File: src/rtl/lcd_pkg.sv
// Shared constants, state encoding and DDRAM address helpers for the LCD bus decoder.
package lcd_pkg;

  localparam logic [7:0] LCD_CLEAR     = 8'h01;
  localparam logic [7:0] LCD_HOME      = 8'h02;
  localparam logic [7:0] LCD_ENTRY_PFX = 8'h04;
  localparam logic [7:0] LCD_DISP_PFX  = 8'h08;
  localparam logic [7:0] LCD_SHIFT_PFX = 8'h10;
  localparam logic [7:0] LCD_FUNC_PFX  = 8'h20;
  localparam logic [7:0] LCD_CGRAM_PFX = 8'h40;
  localparam logic [7:0] LCD_DDRAM_PFX = 8'h80;

  localparam logic [6:0] LINE0_BASE = 7'h00;
  localparam logic [6:0] LINE1_BASE = 7'h40;
  localparam int unsigned LINE_LEN  = 40;
  localparam int unsigned VIS_COLS  = 16;
  localparam logic [7:0] LCD_SPACE  = 8'h20;

  typedef enum logic {
    ST_IDLE,
    ST_CLEAR
  } lcd_state_e;

  function automatic logic lcd_addr_legal(input logic [6:0] a);
    return (a <= 7'(LINE0_BASE + 7'(LINE_LEN - 1))) ||
           ((a >= LINE1_BASE) && (a <= 7'(LINE1_BASE + 7'(LINE_LEN - 1))));
  endfunction

  // Walks the two 40-cell lines as one 80-cell ring in DDRAM address space.
  function automatic logic [6:0] lcd_step(input logic [6:0] a, input logic inc);
    logic [6:0] r;
    if (inc) begin
      case (a)
        7'h27:   r = LINE1_BASE;
        7'h67:   r = LINE0_BASE;
        default: r = a + 7'd1;
      endcase
    end else begin
      case (a)
        7'h00:   r = 7'h67;
        7'h40:   r = 7'h27;
        default: r = a - 7'd1;
      endcase
    end
    return r;
  endfunction

endpackage

File: src/rtl/lcd_sync.sv
// Multi-flop synchronizer for a bundle of asynchronous inputs.
module lcd_sync #(
  parameter int unsigned WIDTH = 10,
  parameter int unsigned DEPTH = 2
) (
  input  logic             clk_i,
  input  logic             rst_ni,
  input  logic [WIDTH-1:0] d_i,
  output logic [WIDTH-1:0] q_o
);

  logic [WIDTH-1:0] r_stage [DEPTH];

  always_ff @(posedge clk_i or negedge rst_ni) begin
    if (!rst_ni) begin
      for (int unsigned i = 0; i < DEPTH; i++) r_stage[i] <= '0;
    end else begin
      r_stage[0] <= d_i;
      for (int unsigned i = 1; i < DEPTH; i++) r_stage[i] <= r_stage[i-1];
    end
  end

  assign q_o = r_stage[DEPTH-1];

endmodule

File: src/rtl/lcd_bus_decoder.sv
// Passive HD44780 write-bus receiver: decodes instructions/data and keeps a
// shadow of the visible 2x16 display behind a registered read port.
module lcd_bus_decoder
  import lcd_pkg::*;
#(
  parameter int unsigned SYNC_STAGES  = 2,
  parameter int unsigned CLEAR_CYCLES = 32
) (
  input  logic       clk_i,
  input  logic       rst_ni,
  input  logic       lcd_e_i,
  input  logic       lcd_rs_i,
  input  logic [7:0] lcd_data_i,
  input  logic [4:0] rd_addr_i,
  output logic [7:0] rd_data_o,
  output logic       cmd_valid_o,
  output logic [7:0] cmd_o,
  output logic       char_valid_o,
  output logic [6:0] cursor_o,
  output logic       disp_on_o,
  output logic       busy_o,
  output logic       err_o
);

  logic [9:0] w_sync;
  logic       w_e;
  logic       w_rs;
  logic [7:0] w_d;
  logic       w_wr_ev;
  logic [6:0] w_col;
  logic       w_visible;
  logic [4:0] w_wr_idx;
  logic [6:0] w_next_cur;

  lcd_state_e r_state;
  logic       r_e_prev;
  logic [6:0] r_cursor;
  logic       r_inc;
  logic       r_disp;
  logic       r_busy;
  logic [7:0] r_cmd;
  logic       r_cmd_valid;
  logic       r_char_valid;
  logic       r_err;
  logic [4:0] r_clr_idx;
  logic [7:0] r_rd;
  logic [7:0] r_buf [32];

  lcd_sync #(
    .WIDTH (10),
    .DEPTH (SYNC_STAGES)
  ) u_sync (
    .clk_i  (clk_i),
    .rst_ni (rst_ni),
    .d_i    ({lcd_e_i, lcd_rs_i, lcd_data_i}),
    .q_o    (w_sync)
  );

  assign w_e     = w_sync[9];
  assign w_rs    = w_sync[8];
  assign w_d     = w_sync[7:0];
  assign w_wr_ev = r_e_prev & ~w_e;

  always_comb begin
    w_col      = r_cursor[6] ? (r_cursor - LINE1_BASE) : (r_cursor - LINE0_BASE);
    w_visible  = (w_col < 7'(VIS_COLS));
    w_wr_idx   = {r_cursor[6], w_col[3:0]};
    w_next_cur = lcd_step(r_cursor, r_inc);
  end

  always_ff @(posedge clk_i or negedge rst_ni) begin
    if (!rst_ni) begin
      r_state      <= ST_IDLE;
      r_e_prev     <= 1'b0;
      r_cursor     <= '0;
      r_inc        <= 1'b1;
      r_disp       <= 1'b0;
      r_busy       <= 1'b0;
      r_cmd        <= '0;
      r_cmd_valid  <= 1'b0;
      r_char_valid <= 1'b0;
      r_err        <= 1'b0;
      r_clr_idx    <= '0;
      r_rd         <= LCD_SPACE;
      for (int unsigned i = 0; i < 32; i++) r_buf[i] <= LCD_SPACE;
    end else begin
      r_e_prev     <= w_e;
      r_cmd_valid  <= 1'b0;
      r_char_valid <= 1'b0;
      r_err        <= 1'b0;
      // Read samples the pre-update array, so a same-cycle write returns old data.
      r_rd         <= r_buf[rd_addr_i];

      case (r_state)
        ST_IDLE: begin
          if (w_wr_ev) begin
            if (w_rs) begin
              if (w_visible) r_buf[w_wr_idx] <= w_d;
              r_cursor     <= w_next_cur;
              r_char_valid <= 1'b1;
            end else begin
              casez (w_d)
                8'b1???????: begin
                  if (lcd_addr_legal(w_d[6:0])) begin
                    r_cursor    <= w_d[6:0];
                    r_cmd       <= w_d;
                    r_cmd_valid <= 1'b1;
                  end else begin
                    r_err <= 1'b1;
                  end
                end
                8'b01??????: r_err <= 1'b1;
                8'b001?????, 8'b0001????: begin
                  r_cmd       <= w_d;
                  r_cmd_valid <= 1'b1;
                end
                8'b00001???: begin
                  r_disp      <= w_d[2];
                  r_cmd       <= w_d;
                  r_cmd_valid <= 1'b1;
                end
                8'b000001??: begin
                  r_inc       <= w_d[1];
                  r_cmd       <= w_d;
                  r_cmd_valid <= 1'b1;
                end
                8'b0000001?: begin
                  r_cursor    <= LINE0_BASE;
                  r_cmd       <= w_d;
                  r_cmd_valid <= 1'b1;
                end
                8'b00000001: begin
                  r_cursor    <= LINE0_BASE;
                  r_inc       <= 1'b1;
                  r_cmd       <= w_d;
                  r_cmd_valid <= 1'b1;
                  r_busy      <= 1'b1;
                  r_clr_idx   <= '0;
                  r_state     <= ST_CLEAR;
                end
                default: r_err <= 1'b1;
              endcase
            end
          end
        end

        ST_CLEAR: begin
          r_buf[r_clr_idx] <= LCD_SPACE;
          if (w_wr_ev) r_err <= 1'b1;
          if (r_clr_idx == 5'(CLEAR_CYCLES - 1)) begin
            r_clr_idx <= '0;
            r_busy    <= 1'b0;
            r_state   <= ST_IDLE;
          end else begin
            r_clr_idx <= r_clr_idx + 5'd1;
          end
        end

        default: r_state <= ST_IDLE;
      endcase
    end
  end

  assign rd_data_o    = r_rd;
  assign cmd_valid_o  = r_cmd_valid;
  assign cmd_o        = r_cmd;
  assign char_valid_o = r_char_valid;
  assign cursor_o     = r_cursor;
  assign disp_on_o    = r_disp;
  assign busy_o       = r_busy;
  assign err_o        = r_err;

endmodule
File: config.mk
export PLATFORM = sky130hd
export DESIGN_NAME = lcd_bus_decoder
export DESIGN_NICKNAME = d
export VERILOG_FILES = /design/src/rtl/lcd_pkg.sv /design/src/rtl/lcd_sync.sv /design/src/rtl/lcd_bus_decoder.sv
export SDC_FILE = /design/constraint.sdc
export NUM_CORES = 1
export LEC_CHECK = 0
export CAP_MARGIN = 20
export CORE_ASPECT_RATIO = 1.5
export CORE_UTILIZATION = 45
export DETAILED_ROUTE_END_ITERATION = 7
export SYNTH_ARGS = -nofsm -noshare
export SYNTH_HDL_FRONTEND = slang
export SYNTH_SLANG_ARGS = --single-unit
File: constraint.sdc
create_clock -name clk_i -period 3.4 [get_ports clk_i]
set_clock_uncertainty 0.2 [all_clocks]
set_input_delay 0.51 -clock clk_i [delete_from_list [all_inputs] [get_ports clk_i]]
set_output_delay 0.51 -clock clk_i [all_outputs]
set_load 0.01 [all_outputs]
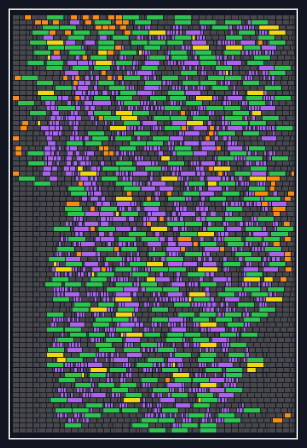
Figure 1: run 1, placement by cell class.
Fill, decap, tap and diode cells in grey.
- registers: green (cells 312; share of their area 46%)
- remaining buffers and delay cells: orange (cells 88; share of their area 4.9%)
- remaining logic cells: purple (cells 1,105; share of their area 42%)
- clock drivers and dummy loads: yellow (cells 61; share of their area 6.8%)

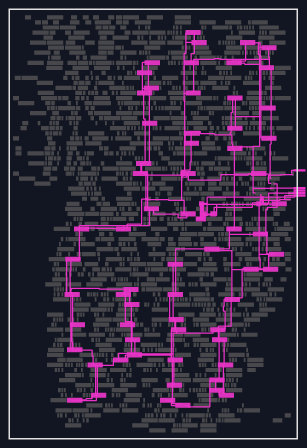
Figure 2: run 1, port wiring.
- rd_addr_i: magenta (bits 5; direction input; end cells 73; wire 2,300 µm)

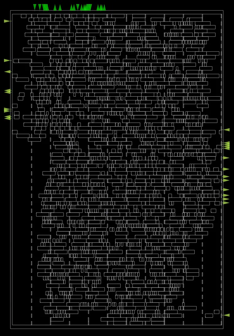
Figure 3: run 1, cell placement.
fillcell total: 3,071
num tapcells: 467
standard-cell row count: 83
non-filler instance count after layout: 2,033

==> design notes, run 1 <==
The half-perimeter wire length after placement is 28,800 µm, and the average via count per standard cell is 5.64. Type of the worst min-delay path: reg -> reg. STA lists the maximum fanout along the critical path as 16.

The synthesized design contains 0 enable-type register cells. The tools report the reported leakage power as 7.13 nW. The run gives 0 for the number of stages on the worst hold path.

The portion of synthesized area spent on multiplexers is 10.1%. The total CTS buffers is 34. After Yosys synthesis, and, or, nand and nor cells account for 20.5% of the synthesized area. The logs give 3 for the largest buffer count on any clock path and 312 for the clock sink count. With the number of buffers added on ports at 44, the pre-placement core utilization is 45.8%. The area recorded from the Yosys report for this design is 15,800 µm².

Main logic family after synthesis: simple AND/OR/NAND/NOR gates. The flow reports that combinational logic draws 20.8% of the design power. Listed in order, past its start point the critical path passes inv_1 -> ha_1 -> inv_1 -> nor4_4 -> o21ai_1.

Per STA, the worst path accumulates the most delay in the family simple AND/OR/NAND/NOR gates. The required time at the worst endpoint is listed as 3.57 ns. In this run the count of I/O pins placed on the die edge is 45.

For the maximum frequency from static timing analysis, the log shows 371 MHz. In the log, the iteration count for the first detailed-route pass is 5. Including well taps, the total number of placed cells is 1,971. The clock period minus final worst setup slack was 2.70 ns; the clock-pin slew of the registers on the worst-case setup and hold paths was 0.06 ns. The run gives 16.2% for the fraction of final layout cells with drive strength greater than 1. The run gives 100% for the share of synthesized registers carrying an async set or reset. The analysis reports a worst IR drop on VDD of 355 µV. The critical path contains buffers and inverters numbering 2 combined.

The tree is rooted in a sky130_fd_sc_hd__clkbuf_16. The count of nets left with antenna violations once routing finished came out at 0. From synthesis to final layout, the design area changed by 11.1%. The run gives 49.8% for the sequential cell area fraction in the yosys report. The script logs the mean routed wire length per placed instance as 21.2 µm. The final max-slew violation count recorded for this run is 0. The cell-mix breakdown from Yosys lists the compound-gate area share as 12.8%.

The core region is 34,400 µm². Net switching is 30.7% of the power. By area the synthesized netlist is led by sky130_fd_sc_hd__dfrtp_1 (44%), sky130_fd_sc_hd__nand2_1 (12%), sky130_fd_sc_hd__mux4_2 (9.2%), sky130_fd_sc_hd__o21ai_1 (7.6%), sky130_fd_sc_hd__dfstp_2 (5.7%). The worst setup path is launched from a flip-flop.

The chip occupies 35,800 µm². The repair_antennas step left the layout with diodes totalling 0. Path type of the worst setup path: reg -> reg. The logs give 0 for the sum of overflow across all layers after global routing and 32.1% for the worst slew slack as a fraction of its limit. The run gives 0 for the count of unresolved DRC violations after routing.

The tools report the power dissipated by switching net loads as 0.00337 W. The run finished with clean final reports. Internal power comes to 0.00762 W. The logic depth of the worst path, buffers included works out to 5. The number of antenna violations at the first check in global routing was 0; the relative contribution of sequential cells to total power was 44.3%.

The run gives 79.4% for the share of the clock period used by the worst path after layout. Adder-cell area share of the yosys netlist: 0.794%. The cell count listed in synth_stat.txt came out at 1,542. Once the clock tree was built, the setup fixing pass inserted 0 buffers.

The end-of-flow timing check tallies setup violations at 0. The predominant post-synthesis flop cell is sky130_fd_sc_hd__dfrtp_1. The transition time at the pin with the least slew margin was 1.02 ns. Per the OpenROAD floorplan log, the height of the die is 231 µm.

The congestion estimate from routability-driven global placement came to 0.895. The OpenROAD report gives the critical path a data arrival time of 2.87 ns. The most numerous cell type found on the critical path is sky130_fd_sc_hd__inv_1.

Number of warnings in the stage logs: 33. Entering global routing, the biggest net connects 75 pins. Setup repair after global routing left no endpoint under its margin.

The synthesized netlist handed to floorplanning was reported with a cell count of 1,542. Per the final timing report, the hold violations number 0. The total vias in the final route was 11,500; the number of flip-flops and latches in the synthesized netlist was 312.

The post-synthesis area per instance came out at 10.2 µm². Final core area utilization: 50.9%. The initial detailed-routing violation count is 694, and the warning count from the yosys run is 0. The cell area that synthesis handed to floorplanning was 15,800 µm².

The tools report the element type at the critical path end as a flip-flop. The synthesized-area fraction occupied by xor and xnor cells was 0.334%. The largest single stage delay on the critical path is 0.85 ns. TritonCTS built the clock tree. The later-pin clock latency in the skew report was 0.53 ns; the first-pass GRT wire length was 68,400 µm. Per the CTS log, the maximum H-tree level is 2. The flow reported a cell area power density of 628 nW/µm².

Counting every net in the synthesized netlist gives 1,569. Global routing used 25.0% of the available tracks across all layers. The number of maximum-capacitance violations recorded for the run is 0. The run gives 155 µm for the die span in x.
-- run 1: synth_stat cells, drive strengths merged, types with 10 or more instances --
master	number
inv	14
nor4	42
o21ai	266
nand2	492
dfstp	34
buf	96
mux4	64
ha	10
clkbuf	29
o22ai	35
a31oi	35
nand3	38
dfrtp	278
nor2	10
-- run 1: flip-flops by register name, summed over array words and instances, names as in the netlist --
name            count
r_state             1
r_e_prev            1
disp_on_o           1
r_clr_idx           5
busy_o              1
r_buf             256
char_valid_o        1
cmd_valid_o         1
cmd_o               8
u_sync.q_o         10
err_o               1
rd_data_o           8
cursor_o            7
u_sync.r_stage     10
r_inc               1
-- run 1: worst paths after layout --
kind                                          from            end  slack, ns
worst max-delay path                   cursor_o[0]      r_buf[27]       0.70
worst min-delay path            u_sync.r_stage[13]  u_sync.q_o[3]       0.15
worst min register to register  u_sync.r_stage[13]  u_sync.q_o[3]       0.15
min in group asynchronous                   rst_ni     r_buf[175]       0.38
max in group asynchronous                   rst_ni      r_buf[81]       1.69
worst max register to register         cursor_o[0]      r_buf[27]       0.70
-- run 1: power groups by stage --
stage	Sequential, W	Combinational, W	Clock (W)
detailed placement	0.00492	0.00229	0
global route	0.00494	0.00248	0.00405
floorplan	0.00475	0.00166	0
finish	0.00487	0.00229	0.00384
global placement	0.00489	0.00225	0
CTS	0.00486	0.00230	0.00391
-- run 1: metal layers --
metal,wire [µm],global-route usage [%],up-vias
met2,22700,45.1,326
met3,1850,3.27,95
met1,16800,29.6,5638
met5,0,0,-
met4,1680,11.5,0
li1,-,-,5404
-- run 1: through the flow --
stage          total power, W  setup WS [ns]  hold slack, ns  area, µm²
3_5_place_dp          0.00721          0.731           0.135      16300
5_1_grt                0.0115          0.461           0.163      17500
6_report               0.0110          0.702           0.147      17500
4_1_cts                0.0111          0.714           0.149      17500
2_1_floorplan         0.00641           1.22          0.0144      15800
3_3_place_gp          0.00714          0.778           0.133      16300
-- run 1: cell type report --
type / count / area, µm²
clock buffers: 54 / 1070
well taps: 467 / 584
clock inverters: 7 / 88.8
repair buffers: 88 / 833
multi-input cells: 1091 / 7030
inverters: 14 / 52.6
fillers: 3071 / 16900
flip-flops and latches: 312 / 7850
-- run 1: cells by family after synthesis --
group,after synthesis
and+or+nand+nor,634
DFF,312
buffers and inverters,139
xor gates and xnor gates,6
AOI/OAI and AO/OA,366
adders and majority gates,10
muxes,75
-- run 1: cell usage in the layout, fill, tap and decap left out, drive strengths merged, types with 6 or more instances in the layout --
| cell type | n |
|---|---|
| a31oi | 35 |
| mux4 | 64 |
| nand2 | 492 |
| mux2 | 8 |
| inv | 14 |
| o22ai | 35 |
| clkbuf | 54 |
| nor4 | 42 |
| buf | 46 |
| clkdlybuf4s50 | 41 |
| o21ai | 266 |
| nor3 | 6 |
| nand3b | 6 |
| dfstp | 34 |
| nand3 | 38 |
| ha | 10 |
| dfrtp | 278 |
| a21oi | 8 |
| nor3b | 6 |
| nor2 | 10 |
-- run 1: timing repair --
action,CTS,global route
hold buffers,1,0
endpoints found under the hold margin,65,0
resized,0,0
--- run 2 (diff from run 1) ---
Clock period 3.4 ns to 2.8 ns, I/O delays scaled along.
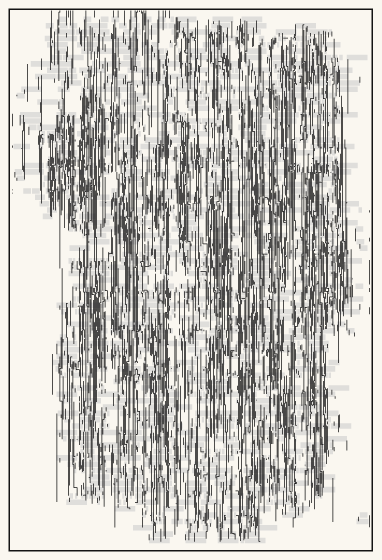
Figure 4: run 2, metal 2.
- longest straight run: 79.0 µm
- main direction: vertical
- nets with wire on the layer: 1,188
- wire length on this layer: 22.4 mm

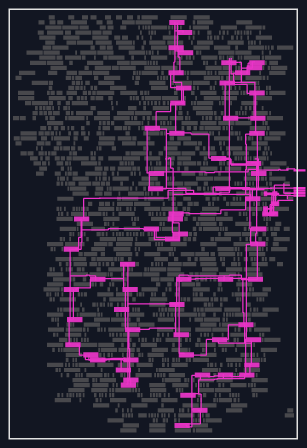
Figure 5: run 2, port wiring.
tally of buffers added on design ports: 44
total I/O pin count: 45

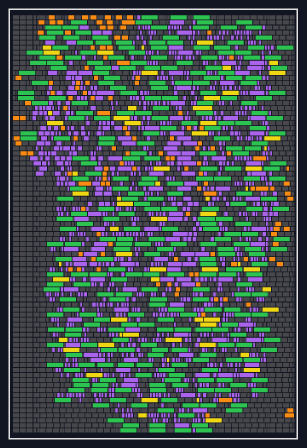
Figure 6: run 2, placement by cell class.
Fill, decap, tap and diode cells in grey.
- clock drivers and dummy loads: yellow (cells 62; share of their area 6.9%)
- remaining logic cells: purple (cells 1,105; share of their area 41%)
- registers: green (cells 312; share of their area 45%)
- remaining buffers and delay cells: orange (cells 128; share of their area 6.8%)

==> run 2 against run 1 <==
Against the previous run: sequential share of layout area down 0.91 points; final area grew 2.1%; non-clock buffer count increased by 40; worst setup slack worse by 0.43 ns; power increased by 23%; register-to-register slack got worse by 0.30 ns; critical path type is now reg -> out; largest power group unchanged; highest routed layer unchanged.
==> design notes, run 2 <==
The tools report the worst slew slack as a fraction of its limit as 33.1% (was 32.1%). The path type of the worst setup path was reg -> out (was reg -> reg). The run gives 45.8% (unchanged) for the pre-placement core utilization.

Clock root buffer master: sky130_fd_sc_hd__clkbuf_16 (unchanged). The final-layout fill cell count is 3,057 (was 3,071), and the logic depth of the worst path, buffers included is 1 (was 5). The flow ran to the end, and the final reports show no timing, DRC or antenna violations. Critical path, cell by cell: clkdlybuf4s50_1 (was inv_1 -> ha_1 -> inv_1 -> nor4_4 -> o21ai_1). The reg-to-reg setup timing slack came out at 0.40 ns (was 0.70 ns). Top post-synthesis cells by count: sky130_fd_sc_hd__nand2_1 (491), sky130_fd_sc_hd__dfrtp_1 (278), sky130_fd_sc_hd__o21ai_1 (240), sky130_fd_sc_hd__mux4_2 (64), sky130_fd_sc_hd__buf_2 (42) (unchanged).

For the cell count listed in synth_stat.txt, the log shows 1,542 (unchanged). TritonCTS built the clock tree. The logs give 0 (unchanged) for the final count of pins violating max slew and 7030 µm² (unchanged) for the combinational gate area.

Of the available clock period, the critical path in the final layout requires 90.4%. The max-capacitance violation count is 0 (unchanged). The endpoint of the worst setup timing path is cursor_o[3] (was r_buf[27]).

Element type at the critical path end: a primary output (was a flip-flop). Area growth from synthesis to layout: 13.5% (was 11.1%). The launching instance or port of the critical path is cursor_o[3] (was cursor_o[0]). The largest net degree at the start of global routing came out at 76 (was 75).

Predominant post-synthesis flop cell: sky130_fd_sc_hd__dfrtp_1 (unchanged). For the clock sink count, the log shows 312 (unchanged). The clock-pin slew of the registers on the worst-case setup and hold paths was 0.06 ns (about the same); the total CTS buffers was 34 (unchanged).

With the post-synthesis cell area at 15,800 µm² (unchanged), the sequential standard cell area is 7850 µm² (unchanged). Endpoint of the worst register-to-register path: r_buf[41] (was r_buf[27]). The worst endpoint required time was 2.18 ns (was 3.57 ns). The chip area in the Yosys report is 15,800 µm² (unchanged), and the core box area is 34,400 µm² (unchanged). Number of diodes: 0 (unchanged). The total number of H-tree levels came out at 2 (unchanged). The worst-path maximum fanout is 12 (was 16).

The number of setup buffers added after CTS was 0 (unchanged). The largest voltage drop on the vdd net came out at 384 µV (was 355 µV). The mean routed wirelength per cell is 21.1 µm (was 21.2 µm). Number of flip-flops and latches in the synthesized netlist: 312 (unchanged). The run gives 0 (unchanged) as the final setup violation count. The count of nets left with antenna violations after detail routing was 0 (unchanged).

The type of the worst min-delay path is in -> reg (was reg -> reg). Final-report hold violation count: 0 (unchanged). The number of flip-flops in the largest register came out at 256 (unchanged). The family with the most delay on the worst path is flip-flops (was simple AND/OR/NAND/NOR gates). The post-route worst hold slack came out at 0.127 ns (was 0.147 ns). Warning count from the yosys run: 0 (unchanged). Setup repair after global routing left no endpoint under its margin.

Timing would allow up to 395 MHz. For the half-perimeter wire length after placement, the log shows 29,400 µm (was 28,800 µm). Register bank with the most flops: r_buf (unchanged). The number of warnings in the stage logs is 33 (unchanged), and the share of synthesized registers carrying an async set or reset is 100% (unchanged).

The commonest non-fill, non-tap cell in the layout is sky130_fd_sc_hd__nand2_1 (unchanged). Startpoint type of the worst setup path: a flip-flop (unchanged). The sequential cell area fraction in the yosys report is 49.8% (unchanged), and the transition time at the pin with the least slew margin is 1.00 ns (was 1.02 ns). With the vertical extent of the die at 231 µm (unchanged), the later-pin clock latency in the skew report is 0.53 ns (about the same). The standard cell area after detailed placement is 16,700 µm² (was 16,300 µm²), and the row count is 83 (unchanged). The tools report the design area as 17,900 µm² (was 17,500 µm²). The fraction of final layout cells with drive strength greater than 1 was 18.7% (was 16.2%); the reported leakage power was 7.35 nW (was 7.13 nW).

For the arrival time at the worst endpoint, the log shows 1.91 ns (was 2.87 ns). For the initial detailed-routing violation count, the log shows 806 (was 694). The number of antenna violations at the first check in global routing is 0 (unchanged). The power density over the cells is 754 nW/µm² (was 628 nW/µm²).

The tools report the critical register-to-register path startpoint as cursor_o[0] (unchanged). For the instance count of the mapped netlist, the log shows 1,542 (unchanged). The logs give 35,800 µm² (unchanged) for the full die area and 0 (unchanged) for the count of unresolved DRC violations after routing. For the first-pass GRT wire length, the log shows 70,300 µm (was 68,400 µm). The global-route total usage across every layer came out at 25.7% (was 25.0%). Top Layout Cells: sky130_fd_sc_hd__nand2_1 (491), sky130_fd_sc_hd__dfrtp_1 (277), sky130_fd_sc_hd__o21ai_1 (240) (unchanged).

The largest incremental delay on the critical path came out at 0.72 ns (was 0.85 ns). The routed design could run at a clock period as short as 2.53 ns. The run gives 155 µm (unchanged) for the die span in x. The net count after synthesis was 1,569 (unchanged).

The post-synth tally of flip-flops with integrated enable was 0 (unchanged); the total vias in the final route was 11,600 (was 11,500). With the final estimated routing congestion in global placement at 0.851 (was 0.895), the average via count per standard cell is 5.59 (was 5.64). Most numerous cell in the Yosys netlist: sky130_fd_sc_hd__nand2_1 (unchanged). Largest buffer count on any clock path: 3 (unchanged). Sum of overflow across all layers after global routing: 0 (unchanged).

The buffer-and-inverter tally for the worst setup path was 1 (was 2).
[run 2: cell count changes in the layout (fill, tap and decap cells not counted)]
cell and delta:
sky130_fd_sc_hd__clkbuf_1 -7, sky130_fd_sc_hd__buf_4 +37, sky130_fd_sc_hd__clkinvlp_4 +3, sky130_fd_sc_hd__clkinv_2 +2
sky130_fd_sc_hd__bufinv_16 -1, sky130_fd_sc_hd__buf_12 +3, sky130_fd_sc_hd__clkbuf_8 +3, sky130_fd_sc_hd__inv_6 +1
[run 2: layout make-up]
cell class,instances,share of cell area (%)
flip-flops and latches,312,43.9
well taps,467,3.27
clock buffers,50,6.07
multi-input cells,1091,39.3
inverters,14,0.294
clock inverters,12,0.560
repair buffers,128,6.55
[run 2: power breakdown]
part | internal, W | switching, W
Sequential | 0.00536 | 0.000540
Clock | 0.00279 | 0.00190
Combinational | 0.00115 | 0.00173
Total | 0.00930 | 0.00417
[run 2: stage by stage]
step                      power (W)  std cells  util, %  setup WS, ns
final                        0.0135       2074     52.0         0.270
after detailed placement    0.00882       2011     48.5         0.282
after CTS                    0.0136       2074     52.0         0.256
after global placement      0.00872       2011     48.5         0.284
after floorplan             0.00779       1542        -         0.624
after global routing         0.0141       2074     52.0         0.190
[run 2: how the worst min path moves through the flow]
| stage | from | to | slack [ns] | depth (start not counted) |
|---|---|---|---|---|
| detailed placement | u_sync.r_stage[11] | u_sync.q_o[1] | 0.14 | 0 |
| global placement | u_sync.r_stage[18] | u_sync.q_o[8] | 0.13 | 0 |
| floorplan | rst_ni | busy_o | -0.08 | 0 |
| CTS | lcd_rs_i | u_sync.r_stage[18] | 0.10 | 1 |
| global route | lcd_data_i[5] | u_sync.r_stage[15] | 0.1 | 1 |
| finish | lcd_rs_i | u_sync.r_stage[18] | 0.13 | 1 |
[run 2: cell families after synthesis]
family / share of synthesized area (%)
AOI/OAI and AO/OA: 12.8
xor gates and xnor gates: 0.334
adders and majority gates: 0.794
muxes: 10.1
DFF: 49.8
and+or+nand+nor: 20.5
buffers and inverters: 5.67
[run 2: timing repair]
action                    4_1_cts  5_1_grt
hold endpoints to repair       58        0
resized                         0        0
hold buffers                    1        0
[run 2: per-layer routing]
metal  routed length, µm  share of wire, %  GRT usage [%]
met5                   0                 0              0
met4                1490               3.4           10.1
met3                1940               4.4           3.12
met2               22400                51           44.6
met1               17900                41           32.6
Power and IR drop assume default switching activity.
